==> images/port_nets.png <==
Bar = 20 um.
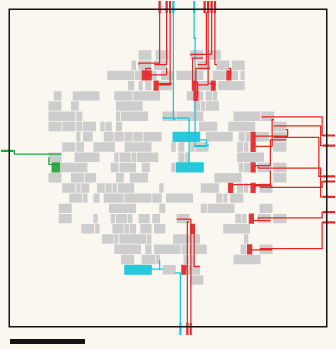
==> images/density.png <==
Bar = 20 um. 8 x 8 tiles, from white (low) to dark blue (high), 0 to 100% covered.
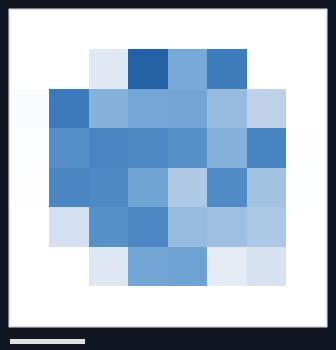
==> images/final_placement.png <==
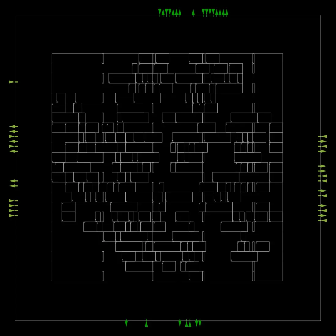
==> images/registers.png <==
Bar = 20 um. Other sequential cells in the stronger gray, the rest of the logic in the fainter gray.
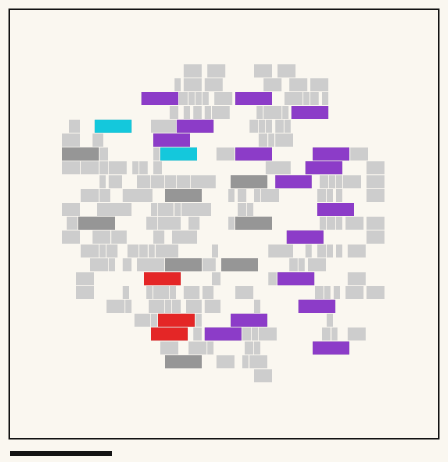
==> images/pdn.png <==
Bar = 20 um. Pins as bars on the die edge. Tap cells in gray.
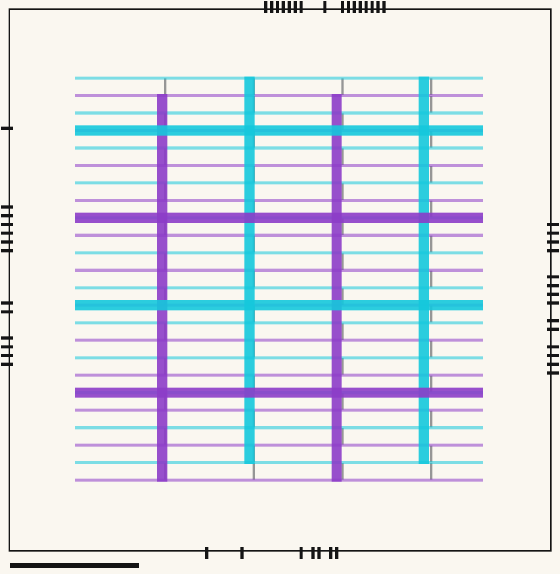
[src/rtl/regfile_dump_reader.sv]
// Debug read-out engine: walks the register file through one read port and
// streams each register value with its index over a valid/ready interface.
module regfile_dump_reader #(
  parameter int NREG = 8,
  parameter int DW   = 16,
  localparam int IW  = $clog2(NREG)
) (
  input  logic          Clk,
  input  logic          Reset,
  input  logic          Start,
  input  logic          Single,
  input  logic [IW-1:0] Sel,
  output logic [IW-1:0] SR_SEL,
  input  logic [DW-1:0] SR_DATA,
  output logic [DW-1:0] Out_Data,
  output logic [IW-1:0] Out_Idx,
  output logic          Out_Last,
  output logic          Out_Valid,
  input  logic          Out_Ready,
  output logic          Busy,
  output logic          Done
);

  typedef enum logic [1:0] {
    IDLE = 2'd0,
    LOAD = 2'd1,
    SEND = 2'd2,
    DONE = 2'd3
  } state_t;

  state_t        state_q, state_d;
  logic [IW-1:0] idx_q, idx_d;
  logic [IW-1:0] lastIdx_q, lastIdx_d;
  logic [DW-1:0] outData_q, outData_d;
  logic [IW-1:0] outIdx_q, outIdx_d;
  logic          outLast_q, outLast_d;
  logic          outValid_q, outValid_d;

  always_ff @(posedge Clk) begin
    if (Reset) begin
      state_q    <= IDLE;
      idx_q      <= '0;
      lastIdx_q  <= '0;
      outData_q  <= '0;
      outIdx_q   <= '0;
      outLast_q  <= 1'b0;
      outValid_q <= 1'b0;
    end else begin
      state_q    <= state_d;
      idx_q      <= idx_d;
      lastIdx_q  <= lastIdx_d;
      outData_q  <= outData_d;
      outIdx_q   <= outIdx_d;
      outLast_q  <= outLast_d;
      outValid_q <= outValid_d;
    end
  end

  // SR_DATA is sampled at the posedge ending LOAD, so a write landing on that
  // same edge is not seen and the pre-write value goes out.
  always_comb begin
    state_d    = state_q;
    idx_d      = idx_q;
    lastIdx_d  = lastIdx_q;
    outData_d  = outData_q;
    outIdx_d   = outIdx_q;
    outLast_d  = outLast_q;
    outValid_d = outValid_q;
    unique case (state_q)
      IDLE: begin
        if (Start) begin
          idx_d     = Single ? Sel : '0;
          lastIdx_d = Single ? Sel : IW'(NREG - 1);
          state_d   = LOAD;
        end
      end
      LOAD: begin
        outData_d  = SR_DATA;
        outIdx_d   = idx_q;
        outLast_d  = (idx_q == lastIdx_q);
        outValid_d = 1'b1;
        state_d    = SEND;
      end
      SEND: begin
        if (Out_Ready) begin
          outValid_d = 1'b0;
          if (outLast_q) begin
            state_d = DONE;
          end else begin
            idx_d   = idx_q + IW'(1);
            state_d = LOAD;
          end
        end
      end
      DONE: begin
        state_d = IDLE;
      end
      default: begin
        state_d = IDLE;
      end
    endcase
  end

  assign SR_SEL    = idx_q;
  assign Out_Data  = outData_q;
  assign Out_Idx   = outIdx_q;
  assign Out_Last  = outLast_q;
  assign Out_Valid = outValid_q;
  assign Busy      = (state_q != IDLE);
  assign Done      = (state_q == DONE);

endmodule

[config.mk]
export PLATFORM = sky130hd
export DESIGN_NAME = regfile_dump_reader
export DESIGN_NICKNAME = d
export VERILOG_FILES = /design/src/rtl/regfile_dump_reader.sv
export SDC_FILE = /design/constraint.sdc
export NUM_CORES = 1
export LEC_CHECK = 0
export ABC_AREA = 0
export CAP_MARGIN = 5
export CORE_MARGIN = 10
export CORE_UTILIZATION = 30
export CTS_CLUSTER_SIZE = 25
export DETAILED_ROUTE_END_ITERATION = 10
export PLACE_DENSITY = 0.57
export SYNTH_ARGS = -nofsm -noshare
export SYNTH_HDL_FRONTEND = slang
export SYNTH_SLANG_ARGS = --single-unit
[constraint.sdc]
create_clock -name Clk -period 2.6 [get_ports Clk]
set_input_delay 0.78 -clock Clk [delete_from_list [all_inputs] [get_ports Clk]]
set_output_delay 0.78 -clock Clk [all_outputs]
set_load 0.03 [all_outputs]
==> results.txt <==
yosys + openroad results -> # setup viols final 0, worst slew pin tran 0.698 ns, XOR/XNOR Area Share 2.14%, H-tree levels 2, Min-Delay Path Class flop to flop, routing usage on met3 4.20%, Sw Share 28.2%, Synth warnings 0, CP top delay family buffers and inverters, P_clk 0.344 mW, placed cell count 237, setup ws final 0.0995 ns, Vias 1111, worst-path maximum fanout 14, pre-CTS setup slack 0.378 ns, status finished, final reports clean, Routed WL per cell 13.4 um, met3 WL post-DR 232 um, DP HPWL 2490 um, Worst Path Buf+Inv 1, largest net degree at the start of global routing 22, tool warning count 26, chip area 0.00706 mm^2, final instance area 0.00182 mm^2, met2 WL 1550 um, clock sink count 29, GP Congestion 0.804, sequential group share of total power 46.7%, min cycle time layout 2.50 ns, share of total power in combinational logic 21.0%, antenna-violating nets left 0, ys flop type dfxtp_1, Synth Net Count 171, Clk pwr share 32.3%, floorplan utilization 31.0%, CTS Buffer Depth 2, Remaining DRCs 0, ys async rst share 0%, CP endpoint kind output port, max cap viols 0, setup TNS 0 ns, Total Wirelength 3290 um, hold slack 0.452 ns, Layout area overhead 47.9%, mux frac, synth 0%, io pins 50, Slew Viols, Final 0, Num CTS Buffers 5, area of the mapped netlist 0.00123 mm^2, drt via density 4.53, NetSw 0.300 mW, Seq/Total Area, Yosys 47.2%, Clock transition at path regs 0.06 ns, ANT cells 0, Global Route Usage Sum 9.37%, detailed router's first-iteration violation count 61, worst path arrival time 1.72 ns, Worst Setup Start Kind flop, Post-synth regs 29, CP max-delay cell clkdlybuf4s50_1, port bufs 49, grt met1 use 10.7%, Core Rows 23, Dominant comb cell simple AND/OR/NAND/NOR gates, most used routing layer met2
About port_nets.png:
cyan -> `Out_Idx`  # bits 3, direction output, end cells 3, buffers 3, wire 120 um
green -> `Done`  # bits 1, direction output, end cells 1, buffers 1, wire 18.4 um
red -> `SR_DATA`  # bits 16, direction input, end cells 16, buffers 16, wire 462 um

About density.png:
emptiest ninth of the die = lower left
tiles over 75% full = 1.6%
mean over tiles = 25%
nearly empty tiles = 47%
densest ninth of the die = center

About final_placement.png:
Final Non-Filler Cells: 245
registers: 29
core area: 0.00397 mm^2
fraction of area in registers: 31.9%
Final Util: 45.8%

About registers.png:
purple -> `Out_Data`  # sequential cells 16
red -> `lastIdx_q`  # sequential cells 3
cyan -> `state_q`  # sequential cells 2
Reg area: 581 um^2
Seq power: 0.498 mW

About pdn.png:
cyan -> VDD
purple -> VSS
tap cells = 50
met5 straps = 4
met1 rails = 24
met4 straps = 4
signal pins = 50
Die H: 84.0 um
VDD IR max: 0.000249 V
Die Width: 84.0 um

[path summary, 6_finish.rpt]
kind | from | end | slack [ns] | cells after the start
max | state_q[1]$_SDFFE_PP0P_ | Done | 0.1 | 2
min | Out_Data[2]$_SDFFE_PP0P_ | Out_Data[2]$_SDFFE_PP0P_ | 0.45 | 2
max reg2reg | state_q[1]$_SDFFE_PP0P_ | Out_Last$_SDFFE_PP0P_ | 1.03 | 3
min reg2reg | Out_Data[2]$_SDFFE_PP0P_ | Out_Data[2]$_SDFFE_PP0P_ | 0.45 | 2
[placed cells by master (no fill, tap or decap), types with 2 or more instances in the layout]
cell type        Yosys  layout
inv_1                6       6
nand2b_1             3       3
nor3_1               2       2
clkbuf_8             0       5
nor2b_1              2       2
xnor2_1              3       3
a21oi_1             22      22
clkdlybuf4s50_1      0      49
buf_4                1       2
a31oi_1              2       2
dfxtp_1             29      29
nand2_1             42      42
or2_2                2       2
nor2_1               4       4
clkinv_2             0       2
a311oi_1             3       3
[final cells by class]
type / count / area, um^2
inverters: 6 / 22.5
clock buffers: 6 / 72.6
multi-input cells: 101 / 566
fillers: 371 / 2150
repair buffers: 51 / 505
flip-flops and latches: 29 / 581
clock inverters: 2 / 10.0
well taps: 50 / 62.6
[cells in the mapped netlist, drive strengths merged, types with 3 or more instances]
master	instances	share of area, %
a21oi	22	9.0
a311oi	4	3.4
buf	7	4.1
clkbuf	3	0.92
dfxtp	29	47
inv	6	1.8
nand2	42	13
nand2b	3	1.5
nor2	4	1.2
xnor2	3	2.1
[worst min-delay path, cell delays in order, from the launching register on]
cell,delay (ns)
dfxtp_1,0.30
nand2_1,0.05
a21oi_1,0.05
[registers in the layout, summed over array words and instances (netlist names)]
signal     cells
Out_Valid      1
state_q        2
Out_Data      16
SR_SEL         3
Out_Last       1
lastIdx_q      3
Out_Idx        3
Power and IR drop assume default switching activity.
